Design accel_filter, sky130hd; sources not shown.
Fig. 1: met4 routing
Scale: 1.5 px per µm. Cells faint in the background.
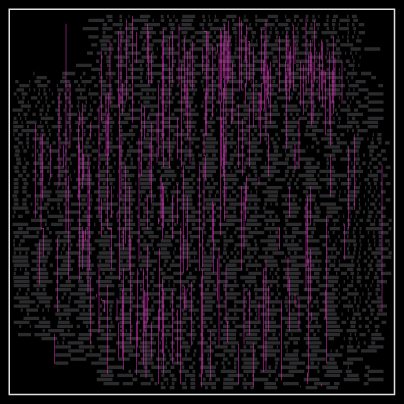
longest straight run: 139 µm
main direction: vertical
DRT Wirelength: 128 mm
Via Count: 22400

Fig. 2: clock network drawn from the DEF
Scale: 1 px per µm.
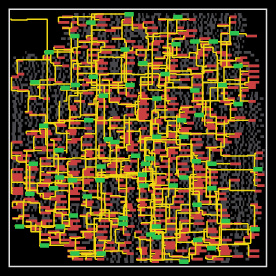
legend:
  flip-flops:
    color: red
    count: 591
  clock wires:
    color: yellow
    length: 10200 µm
  cells driving clock nets:
    color: green
    count: 68
routed clock nets: 69
flops lie: spread over the die
latest clock arrival within the worst-skew pair: 0.65 ns
fraction of power consumed by the clock network: 0.453
power attributed to the clock group: 2850 µW

Fig. 3: close-up of the layout
Region (182, 54) to (202, 74) µm. Cells in gray, sequential cells in the stronger gray; small squares are vias.
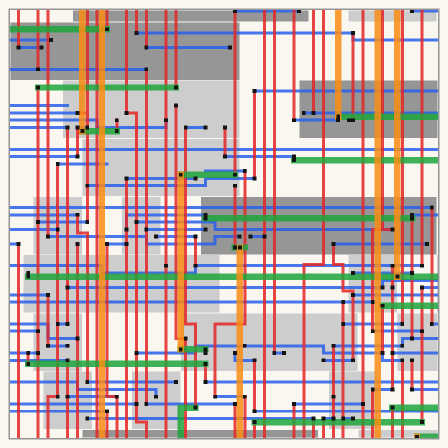
legend:
  met4:
    color: orange
  met2:
    color: red
  met1:
    color: blue
  met3:
    color: green
cells with their middle in the window: 15
most frequent: nor4_1 (4), and2_1 (3), edfxtp_1 (3)
sequential cells in the window: 3

Fig. 4: routing congestion
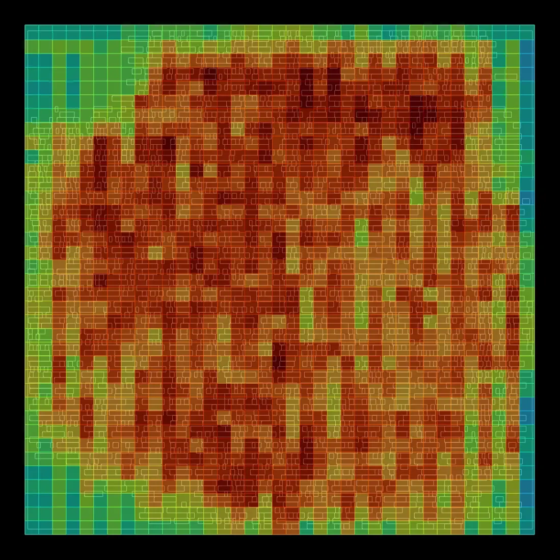
routed len/inst: 37.7 µm
Tot GR Track Use: 0.371
met2 GRT Util: 0.648
met1 Use GR: 0.436
fraction of the core area covered by cells at the end of the flow: 0.529

==> flow_results.org <==
#+TITLE: Synthesis and PnR summary

** Final layout
- Number of nets in the layout :: between 2000 and 3000
- After layout, the clock buffer instance count stands at 96.
- Share of the final layout cell area in sequential cells :: 0.467
- In the final design, more cell area goes to flip-flops and latches than to any other class.
- Final-layout non-clock buffer area share :: 0.0409
- 1479 cells are multi-input combinational gates.
- Most common library cell in the layout ignoring fill and taps :: edfxtp_1

** Synthesis
- edfxtp_1 takes more of the synthesized area than any other cell.
- EDFF count, synth :: about 380

** Routing
- The first routing iteration left 2298 violations.
- Routed Antenna Nets :: 0
- Met3 WL :: 9.24 mm
- After detailed routing, the met2 layer carries around 64 mm of wire.
- Iteration tally of the first detailed-router pass :: 6

** Placement
- Per the placement log, port buffering inserted between 100 and 150 buffers.
- Cell count after placement :: 3278
- Summed over all nets, the half-perimeter wirelength after detailed placement is 72.7 mm.

** Worst setup path
- Counting cells, the worst reg-to-reg path comes to 10.
- Crit path DRT :: 9.41 ns
- The worst setup path is launched from a flip-flop.

** Floorplan
- After floorplanning, the core was sized to cover roughly 63000 µm².
- Die Width :: 256 µm

** Final timing
- FMAX :: roughly 180 MHz
- RSZ-0062 raised after global routing :: false
- Setup total negative slack on the finished layout was measured at 0 ns.
- The final timing report lists a max-slew violation count of 0.
- Per the slew report, the remaining headroom to the max-slew limit stands at 0.377.

** Clocking
- Setup bufs post-CTS :: 0
- The CTS log lists the clock sinks for this run as around 590.
- Clock tree from TritonCTS :: built
- Maximum level of the CTS H-tree :: 3

** Global route
- On met3, the global router reports a usage of 0.0626.
- The global route stage reports its total congestion overflow as 0.

** Job
- Max-cap violations in this run came to 0.

** Power
- For this design the ratio of total power to cell area is 187 nW/µm².

** Run status
- Status :: completed

** Min path
- Worst Hold Path Cells :: 1
## cells by family (layout without fill, tap and decap cells)
| family | after synthesis | in the layout | synth area share |
|---|---|---|---|
| fa+ha+maj | 124 | 124 | 0.0660 |
| compound gates | 202 | 202 | 0.0447 |
| buf+inv | 394 | 485 | 0.0570 |
| simple gates | 855 | 855 | 0.165 |
| mux | 179 | 179 | 0.103 |
| xor+xnor | 119 | 119 | 0.0352 |
| flops | 591 | 591 | 0.529 |
| other cells | 0 | 3 | 0 |
## where the power goes
group	switching, µW	total [µW]	leakage, µW	internal (µW)
Sequential	76.9	2960	0.00547	2880
Combinational	318	478	0.00567	160
Clock	1280	2850	0.00107	1570
## Yosys cell counts, types with 12 or more instances
cell      number
clkinv_1      14
mux2i_1       38
xor2_1        74
nand3_1       31
nand4_1       22
clkbuf_1     105
a21o_1        21
nor3_1        87
buf_1         12
mux2_2        42
xnor2_1       45
fa_1          54
nor4_1       134
ha_1          70
a21oi_1       52
buf_4         48
and2_1       324
nor2_1        59
nand2b_1      25
nand2_1       88
dfxtp_1      207
o21ai_0       48
inv_1        200
nor2b_1       34
mux4_2        96
edfxtp_1     384
## metrics by stage
stage	setup WS, ns	instance area, µm²	hold slack, ns	power, µW	util
final	3.87	33600	0.344	6280	0.529
after global routing	3.85	33600	0.352	6380	0.529
after CTS	3.89	33500	0.336	6220	0.529
after detailed placement	4.09	31300	0.320	3420	0.494
after global placement	3.83	31300	0.291	3360	0.493
after floorplan	4.90	29600	0.279	3220	-
## critical path, cell delays in order, from the launching register on
cell,delay (ns)
dfxtp_1,0.54
xor2_1,0.16
nor4_1,0.54
nand4_1,0.32
nor4_2,0.40
buf_4,0.70
nand2_1,0.13
buf_4,0.31
nor4b_4,0.82
buf_6,0.27
nand2b_2,0.63
Power figures rest on the tool's default switching activity, not on a simulated workload.
